[src/rtl/idu_seq.sv]
// idu_seq: 16-bit pair increment/decrement/load/read sequencer driving register-file strobes (optional IDU_ADDR_OUT_EN adds addr_out/addr_valid)
module idu_seq #(
  parameter int         W     = 16,
  parameter logic [1:0] LR_BC = 2'd0,
  parameter logic [1:0] LR_DE = 2'd1,
  parameter logic [1:0] LR_HL = 2'd2
) (
  input  logic         clk,
  input  logic         rst,
  input  logic         req,
  input  logic [2:0]   cmd_sel,
  input  logic [1:0]   cmd_op,
  input  logic [W-1:0] imm,
  output logic         busy,
  output logic         done,
  output logic         err,
  output logic [W-1:0] result,
  output logic [1:0]   lr_sel,
  output logic         l_oe,
  output logic         r_oe,
  output logic         l_wr,
  output logic         r_wr,
  output logic         pc_oe,
  output logic         pc_wr,
  output logic         sp_oe,
  output logic         sp_wr,
  input  logic [W-1:0] lr_in,
  output logic [W-1:0] lr_out,
  output logic         lr_drive
`ifdef IDU_ADDR_OUT_EN
  ,
  output logic [W-1:0] addr_out,
  output logic         addr_valid
`endif
);
  typedef enum logic [2:0] {S_IDLE, S_READ, S_CALC, S_WRITE, S_DONE} state_t;
  localparam logic [1:0]   OP_INC  = 2'd0;
  localparam logic [1:0]   OP_LOAD = 2'd2;
  localparam logic [1:0]   OP_READ = 2'd3;
  localparam logic [W-1:0] ONE     = 1;
  state_t       r_state;
  logic [2:0]   r_sel;
  logic [1:0]   r_op;
  logic [W-1:0] r_work;
  logic [2:0]   w_tgt;
  logic         w_pair;
  logic         w_sp;
  logic         w_pc;
  logic [1:0]   w_lr;
  logic [W-1:0] w_calc;
  // Target decode uses the incoming command while idle so strobes for the first state are registered at accept.
  assign w_tgt  = (r_state == S_IDLE) ? cmd_sel : r_sel;
  assign w_pair = w_tgt < 3'd3;
  assign w_sp   = w_tgt == 3'd3;
  assign w_pc   = w_tgt == 3'd4;
  assign w_lr   = (w_tgt == 3'd0) ? LR_BC : (w_tgt == 3'd1) ? LR_DE : LR_HL;
  assign w_calc = (r_op == OP_INC) ? r_work + ONE : r_work - ONE;
  // Sequencer: every strobe is set on entry to the state that owns it and cleared on exit.
  always_ff @(posedge clk or negedge rst) begin
    if (!rst) begin
      r_state  <= S_IDLE;
      r_sel    <= '0;
      r_op     <= '0;
      r_work   <= '0;
      busy     <= 1'b0;
      done     <= 1'b0;
      err      <= 1'b0;
      result   <= '0;
      lr_sel   <= '0;
      {l_oe, r_oe, pc_oe, sp_oe} <= '0;
      {l_wr, r_wr, pc_wr, sp_wr} <= '0;
      lr_out   <= '0;
      lr_drive <= 1'b0;
`ifdef IDU_ADDR_OUT_EN
      addr_out   <= '0;
      addr_valid <= 1'b0;
`endif
    end else begin
      case (r_state)
        S_IDLE: if (req) begin
          r_sel  <= cmd_sel;
          r_op   <= cmd_op;
          r_work <= imm;
          busy   <= 1'b1;
          if (w_pair) lr_sel <= w_lr;
          if (cmd_sel > 3'd4) begin
            r_state <= S_DONE;
            done    <= 1'b1;
            err     <= 1'b1;
          end else if (cmd_op == OP_LOAD) begin
            r_state  <= S_WRITE;
            lr_out   <= imm;
            lr_drive <= 1'b1;
            {l_wr, r_wr, pc_wr, sp_wr} <= {w_pair, w_pair, w_pc, w_sp};
          end else begin
            r_state <= S_READ;
            {l_oe, r_oe, pc_oe, sp_oe} <= {w_pair, w_pair, w_pc, w_sp};
          end
        end
        S_READ: begin
          r_work <= lr_in;
          {l_oe, r_oe, pc_oe, sp_oe} <= '0;
          if (r_op == OP_READ) begin
            r_state <= S_DONE;
            done    <= 1'b1;
            result  <= lr_in;
          end else begin
            r_state <= S_CALC;
`ifdef IDU_ADDR_OUT_EN
            addr_out   <= lr_in;
            addr_valid <= 1'b1;
`endif
          end
        end
        S_CALC: begin
          r_work   <= w_calc;
          r_state  <= S_WRITE;
          lr_out   <= w_calc;
          lr_drive <= 1'b1;
          {l_wr, r_wr, pc_wr, sp_wr} <= {w_pair, w_pair, w_pc, w_sp};
`ifdef IDU_ADDR_OUT_EN
          addr_valid <= 1'b0;
`endif
        end
        S_WRITE: begin
          {l_wr, r_wr, pc_wr, sp_wr} <= '0;
          lr_drive <= 1'b0;
          r_state  <= S_DONE;
          done     <= 1'b1;
          result   <= r_work;
        end
        S_DONE: begin
          done    <= 1'b0;
          err     <= 1'b0;
          busy    <= 1'b0;
          r_state <= S_IDLE;
        end
        default: r_state <= S_IDLE;
      endcase
    end
  end
endmodule

[config.mk]
export PLATFORM = sky130hd
export DESIGN_NAME = idu_seq
export DESIGN_NICKNAME = d
export VERILOG_FILES = /design/src/rtl/idu_seq.sv
export SDC_FILE = /design/constraint.sdc
export NUM_CORES = 1
export LEC_CHECK = 0
export CORE_ASPECT_RATIO = 0.75
export CORE_UTILIZATION = 42
export CTS_CLUSTER_SIZE = 30
export DETAILED_ROUTE_END_ITERATION = 7
export GPL_ROUTABILITY_DRIVEN = 0
export PLACE_DENSITY = 0.68
export SYNTH_ARGS = -nofsm -noshare
export SYNTH_HDL_FRONTEND = slang
export SYNTH_SLANG_ARGS = --single-unit
[constraint.sdc]
create_clock -name clk -period 3.2 [get_ports clk]
set_input_delay 0.64 -clock clk [delete_from_list [all_inputs] [get_ports clk]]
set_output_delay 0.64 -clock clk [all_outputs]
set_load 0.01 [all_outputs]
run_1/class_map.png
Fill, decap, tap and diode cells in gray.
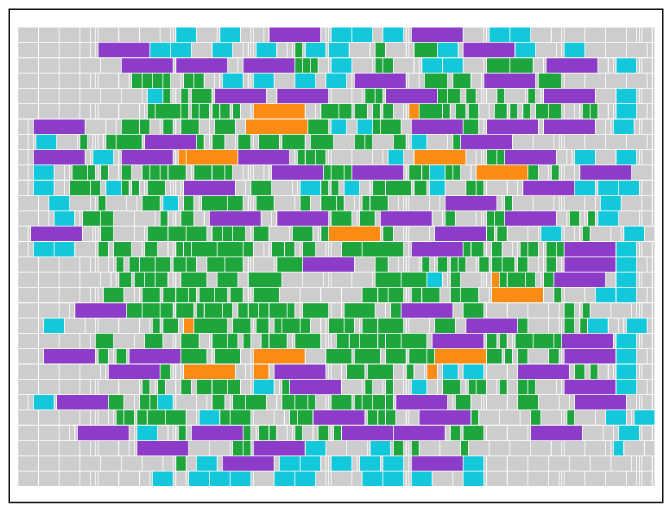
Orange stands for clock drivers and dummy loads, cells 16. Cyan stands for remaining buffers and delay cells, cells 99. Purple stands for registers, cells 68. Green stands for remaining logic cells, cells 354.
number of rows created at floorplan: 30
Final Instance Area: 0.00534 mm^2

run_1/route_heat.png
The bar under the picture is 20 um long. 23 x 17 tiles, from dark blue (low) to red (high), scaled to the fullest tile. Values are wire area over tile area, all layers added.
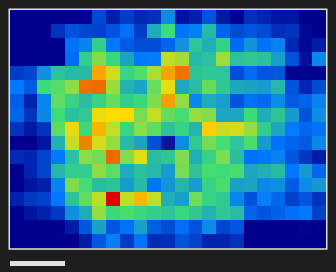
The fullest tile reaches 0.60. 13% of the tiles are nearly empty. 19% of the tiles are over half the peak. The densest ninth of the die: center. The mean over all tiles is 0.19.
routed length per placed instance: 17.5 um
via count: 3718

run_1/m3.png
The bar under the picture is 20 um long.
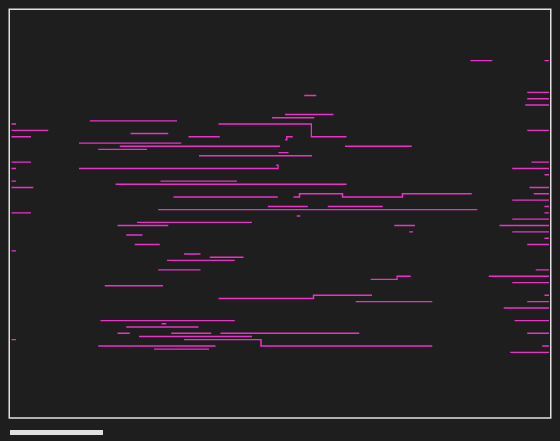
The layer holds 8.3% of the routed length. 74 nets have wire on it. The layer carries 967 um of wire. The wires run mostly horizontal. The longest straight run is 68.1 um.
wire length after detailed routing: 11.6 mm
met3 layer usage reported by global route: 0.0682

==> results_dict.tcl, run 1 <==
# flow metrics
set metrics [dict create \
    grt_pass1_wl_mm 18.6 \
    yosysUniqueCellTypes 62 \
    yosys_warnings 0 \
    tool_warnings 27 \
    post-route-util 0.579 \
    critPathArrivalTime_ps 3210 \
    worst_skew_pair.late_latency_ps 330 \
    maxCapViolations 0 \
    grtUsageTotal 0.243 \
    ys_seq_elements 68 \
    post_cts.resized_instances 0 \
    io-pin-count 86 \
    critPathCaptureType "flop" \
    vdd_drop_max_v 0.000485 \
    ys_top_cells_by_count "68 x dfrtp_1, 49 x a21oi_1, 48 x nor2_1, 47 x nand2_1, 22 x o21ai_1" \
    grt.overflow.total 0 \
    layout_worst_path_cycle_share 0.939 \
    post-synth-top-area-fraction 0.417 \
    nets_finish 588 \
    ys_seq_frac 0.417 \
    setup_repair_after_global_routing_missed_its_margin "false" \
    p_leak_nw 2.34 \
    drt.antenna.violating_nets 0 \
    synth_top_cell_by_area "dfrtp_1" \
    floorplan.die_area_mm2 0.0101 \
    clk_root_buffer_cell "clkbuf_16" \
    die_width_um 116 \
    critical_path_peak_fanout 15 \
    grt_max_degree 33 \
    post_synth_design_cell_area_mm2 0.00408 \
    timing.fmax_mhz 333 \
    timing_worst_slew_pin_value_ps 1110 \
    flop_cell "dfrtp_1" \
    postSynthAreaPerCell_um2 9.07 \
    syn_nets 506 \
    cts_tree "yes" \
    layout-area-overhead-vs-synth_pct 30.9 \
    cts.htree.levels 3 \
    layout-drive-gt1-share 0.0950 \
    num_antenna_cells 0 \
    hold_class "in -> async" \
    post_drt_via_cell_ratio 5.59 \
    cts_made_buffers 9 \
    synthMostInstantiatedCell "dfrtp_1" \
    synth-async-reset-ratio 1.00 \
    antenna_violations_before_repair 0 \
    grt_pass1_vias 3540 \
    timing.final.ws_setup_ps 196 \
    final_hold_viol_count 0 \
    run_status "finished, final reports clean" \
    synth_stat.cells 450 \
    number_of_setup_violations_in_the_final_report 0 \
    finalMaxSlewViolations 0 \
    path_clk_slew_ps 50 \
    die_h_um 87.4 \
    cts_hold_buffers 0 \
    cts.path.max_buffers 2 \
    worst_clock_skew_ps 9.41 \
    relSlewSlack 0.261 \
    power_density_mw_per_mm2 1320 \
    synth.yosys.chip_area_mm2 0.00408 \
    postSynthCellCount 450 \
    coreArea_mm2 0.00923 \
    post_cts.repair.setup_buffers 0 \
    dp_hpwl_mm 8.52 \
    setup_total_negative_slack_ps 0 \
    post-route-min-period_ps 3000 \
    fp_util 0.442 \
    dr.first_iter.drc_count 252 \
    firstDrtPassIters 4 \
]
-- run 1: worst max-delay path: stages (launching register included) --
cell	delay, ps
dfrtp_1	400
nor2_1	300
inv_1	360
ha_1	540
a21oi_4	220
o21ai_2	90
a221o_1	330
a41oi_2	170
nor3_1	80
or3_1	380
-- run 1: area by class of cell --
cell class	instances	area [um^2]
clock buffer	11	233
clock inverter	5	52.6
fill	873	3890
inverter	12	45.0
multi-input combinational	342	2200
sequential	68	1700
tap	128	160
timing repair buffer	99	951
-- run 1: flip-flops by register name, summed over array words and instances (netlist names), 2 cells and up --
signal and flops:
lr_out 16, r_work 16, result 16, r_sel 3
r_state 3, lr_sel 2, r_op 2
-- run 1: layout by cell type (no fill, tap or decap), types with 9 or more instances in the layout --
cell type,count
a21oi_1,49
a31oi_1,11
dfrtp_1,68
inv_1,12
buf_4,14
nand2_1,47
clkdlybuf4s50_1,84
o21ai_1,22
mux2i_1,16
clkbuf_16,9
o21ai_0,12
ha_1,15
nor2_1,48
-- run 1: per-layer routing --
| metal | GRT usage | vias to the layer above | share of wire |
|---|---|---|---|
| met2 | 0.362 | 142 | 0.44 |
| met5 | 0 | - | 0 |
| li1 | - | 1812 | - |
| met4 | 0.0559 | 0 | 0.0062 |
| met1 | 0.348 | 1756 | 0.47 |
| met3 | 0.0682 | 8 | 0.083 |
-- run 1: final timing paths --
check / startpoint / endpoint / slack (ps) / cells past startpoint
max: r_op[1] / lr_out[12] / 200 / 9
min: rst / result[3] / 330 / 1
max reg2reg: r_op[1] / lr_out[12] / 200 / 9
min reg2reg: lr_out[1] / lr_out[1] / 480 / 2
max in group asynchronous: rst / r_work[11] / 2060 / 2
min in group clk: lr_out[1] / lr_out[1] / 480 / 2
-- run 1: report_power, final --
part           internal [mW]  switching, mW
sequential              1.31          0.305
combinational           1.97           2.49
clock                  0.599          0.364
total                   3.88           3.16
-- run 1: cell families after synthesis --
family / share of synthesized area
compound gates: 0.243
simple gates: 0.164
flops: 0.417
buf+inv: 0.0438
mux: 0.0613
fa+ha+maj: 0.0509
xor+xnor: 0.0193
-- run 1: metrics by stage --
stage                     area, um^2  cells  hold slack (ps)  total power, mW
after floorplan                 4080    450              344             4.62
after global placement          5060    649              466             5.94
after detailed placement        5060    649              470             6.01
after CTS                       5340    665              351             7.02
after global routing            5340    665              383             7.59
final                           5340    665              331             7.04
run_1/m1.png
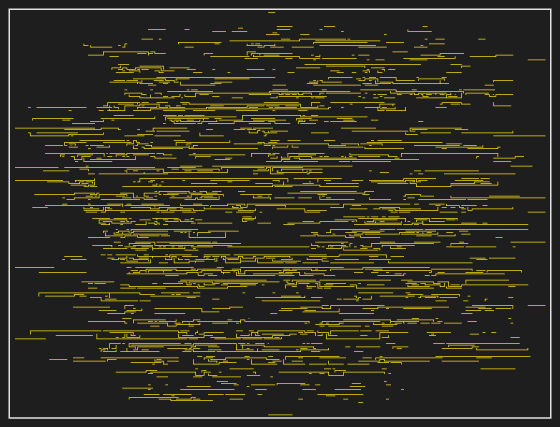

==> inputs of run 2 (changes only) <==
--- a/config.mk
+++ b/config.mk
@@ -10,7 +10,8 @@
 export CTS_CLUSTER_SIZE = 30
 export DETAILED_ROUTE_END_ITERATION = 7
 export GPL_ROUTABILITY_DRIVEN = 0
-export PLACE_DENSITY = 0.68
+export PLACE_DENSITY = 0.72
+export SLEW_MARGIN = 20
 export SYNTH_ARGS = -nofsm -noshare
 export SYNTH_HDL_FRONTEND = slang
 export SYNTH_SLANG_ARGS = --single-unit
run_2/m1.png
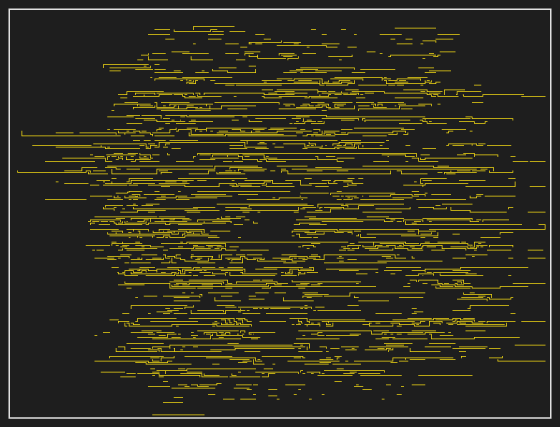
The longest straight run is 46.9 um. The layer carries 5320 um of wire. The layer holds 46% of the routed length. The wires run mostly horizontal. 523 nets have wire on it.
wire length after detailed routing: 11.5 mm
via count: 3841
met1 GRT Util: 0.335

==> run 2 against run 1 <==
Effect of this change:
- sequential power rose by 3%
- setup slack got worse by 3.9 ps
- clock power rose by 5%
- largest cell class unchanged
- non-clock buffer count fell by 1
- register-to-register slack barely moved
- sequential cell count did not move
- global-route usage fell by 0.71 points
==> results_dict.tcl, run 2 <==
# flow metrics
set metrics [dict create \
    cts_hold_buffers 0 \
    mux_area_frac 0.0613 \
    ys_seq_frac 0.417 \
    wirelength_met1_mm 5.32 \
    dr.first_iter.drc_count 418 \
    route.met2.wl_mm 5.00 \
    route.met3.wl_mm 1.01 \
    cp_slowest_cell "ha_1" \
    setup_repair_after_global_routing_missed_its_margin "false" \
    hold_class "in -> async" \
    critPathCaptureType "flop" \
    rrSetupSlack_ps 190 \
    grt_pass1_vias 3534 \
    synthXorXnorAreaFrac 0.0193 \
    flop_cell "dfrtp_1" \
    detail_route.wl_per_cell_um 17.3 \
    die_h_um 87.4 \
    dp_hpwl_mm 8.52 \
    crit_family "AND-OR/OR-AND gates" \
    placementRows 30 \
    vdd_drop_max_v 0.000491 \
    crit-reg2reg-launch "r_op[1]" \
    path_clk_slew_ps 60 \
    clk_root_buffer_cell "clkbuf_16" \
    worstReg2RegEnd "lr_out[12]" \
    path_buffers 1 \
    antenna_violations_before_repair 0 \
    layout_top_cells_excl_fill_tap "84 x clkdlybuf4s50_1, 68 x dfrtp_1, 49 x a21oi_1" \
    coreArea_mm2 0.00923 \
    number_of_setup_violations_in_the_final_report 0 \
    final_cells 664 \
    run_status "finished, final reports clean" \
    largest_registers "lr_out (16), r_work (16), result (16)" \
    die_width_um 116 \
    routed.top_layer "met4" \
    post-place-cells 648 \
    maxCapViolations 0 \
    ys_seq_elements 68 \
    fp_util 0.442 \
    post_synth_main_area_contributors "dfrtp_1 42%, a21oi_1 6.0%, ha_1 4.6%" \
    p_leak_nw 2.34 \
    post_cts.resized_instances 0 \
    synth_top_cell_by_area "dfrtp_1" \
    power_density_mw_per_mm2 1330 \
    layout-area-overhead-vs-synth_pct 31.2 \
    synthMostInstantiatedCell "dfrtp_1" \
    synth_adder_area_share 0.0509 \
    synth-async-reset-ratio 1.00 \
    timing.critical_path.slowest_cell_delay_ps 540 \
    worstPathCellList "nor2_1 -> inv_1 -> ha_1 -> a21oi_4 -> o21ai_2 -> a221o_1 -> a41oi_2 -> nor3_1 -> or3_1" \
    cts_tree "yes" \
    worstRegToRegCells 9 \
    floorplan.die_area_mm2 0.0101 \
    post_drt_via_cell_ratio 5.78 \
    layout-drive-gt1-share 0.0951 \
    synth-simple-area-share 0.164 \
    finalInstanceArea_mm2 0.00535 \
    post-synth-top-area-fraction 0.417 \
    yosys_warnings 0 \
    grtUsageTotal 0.236 \
    grt_max_degree 33 \
    timing.fmax_mhz 332 \
    critPathArrivalTime_ps 3210 \
    ys_top_cells_by_count "68 x dfrtp_1, 49 x a21oi_1, 48 x nor2_1, 47 x nand2_1, 22 x o21ai_1" \
    io-pin-count 86 \
    timing_worst_slew_pin_value_ps 816 \
    final_hold_viol_count 0 \
    firstDrtPassIters 7 \
    synth_stat.cells 450 \
    worst_clock_skew_ps 9.24 \
    grt_pass1_wl_mm 18.2 \
    setup_total_negative_slack_ps 0 \
    critical_path_peak_fanout 15 \
    timing.final.ws_setup_ps 192 \
    postSynthCellCount 450 \
    dpl-instance-area_mm2 0.00505 \
    post-route-min-period_ps 3010 \
    num_antenna_cells 0 \
    layout_worst_path_cycle_share 0.940 \
    cts.htree.levels 3 \
    post_synth_design_cell_area_mm2 0.00408 \
    finalMaxSlewViolations 0 \
    cts.path.max_buffers 2 \
    synth.yosys.chip_area_mm2 0.00408 \
    synthAoiAreaFrac 0.243 \
    postSynthAreaPerCell_um2 9.07 \
    post_cts.repair.setup_buffers 0 \
]
run_2/clock_nets.png
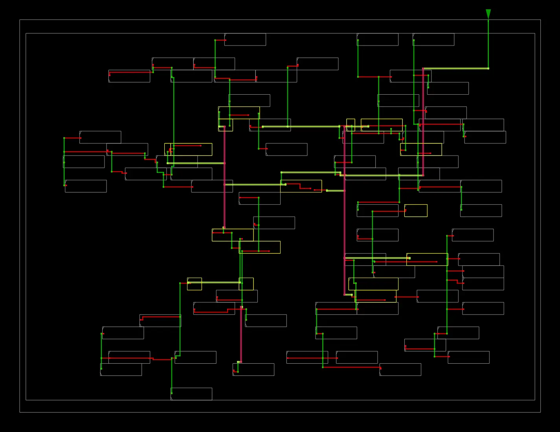
clock buffer count in the final layout: 11
Num Clock Sinks: 68
CTS Buf Count: 9
clock latency reported for the late side of the worst-skew pair: 330 ps

[run 2: cell counts after synthesis]
No cell type changed its count.
[run 2: metrics by stage]
step,total power [mW],utilization,hold slack [ps]
2_1_floorplan,4.62,-,344
3_3_place_gp,5.91,0.547,462
3_5_place_dp,6.01,0.547,471
4_1_cts,7.06,0.580,295
5_1_grt,7.61,0.580,309
6_report,7.10,0.580,283
[run 2: cell type report]
| class | instances | area, um^2 |
|---|---|---|
| multi-input cells | 342 | 2200 |
| clock buffers | 11 | 243 |
| flip-flops and latches | 68 | 1700 |
| well taps | 128 | 160 |
| repair buffers | 98 | 943 |
| clock inverters | 5 | 61.3 |
| inverters | 12 | 45.0 |
| fillers | 812 | 3880 |
[run 2: kinds of logic after synthesis]
logic type	count (synthesis)
AND-OR/OR-AND	152
AND/OR/NAND/NOR	141
flip-flops	68
buffers and inverters	40
multiplexers	24
adder cells (fa/ha/maj)	16
XOR/XNOR	9
[run 2: where the power goes]
part	switching [mW]	internal, mW	total, mW
registers	0.365	1.31	1.67
clock network	0.382	0.627	1.01
logic	2.46	1.96	4.42
total	3.21	3.89	7.10
[run 2: layer usage]
metal / up-vias / global-route usage
met5: - / 0
met4: 0 / 0.0676
met3: 24 / 0.0598
met2: 189 / 0.354
met1: 1825 / 0.335
li1: 1803 / -
[run 2: how the worst max path moves through the flow]
| stage | from | to | cells after the start |
|---|---|---|---|
| finish | r_op[1] | lr_out[12] | 9 |
| global route | r_op[1] | lr_out[12] | 9 |
| CTS | r_op[1] | lr_out[12] | 9 |
| detailed placement | r_op[1] | lr_out[12] | 9 |
| floorplan | r_op[1] | lr_out[12] | 10 |
| global placement | r_op[1] | lr_out[12] | 9 |
No activity file was given, so power comes from the tool's default toggle rates.
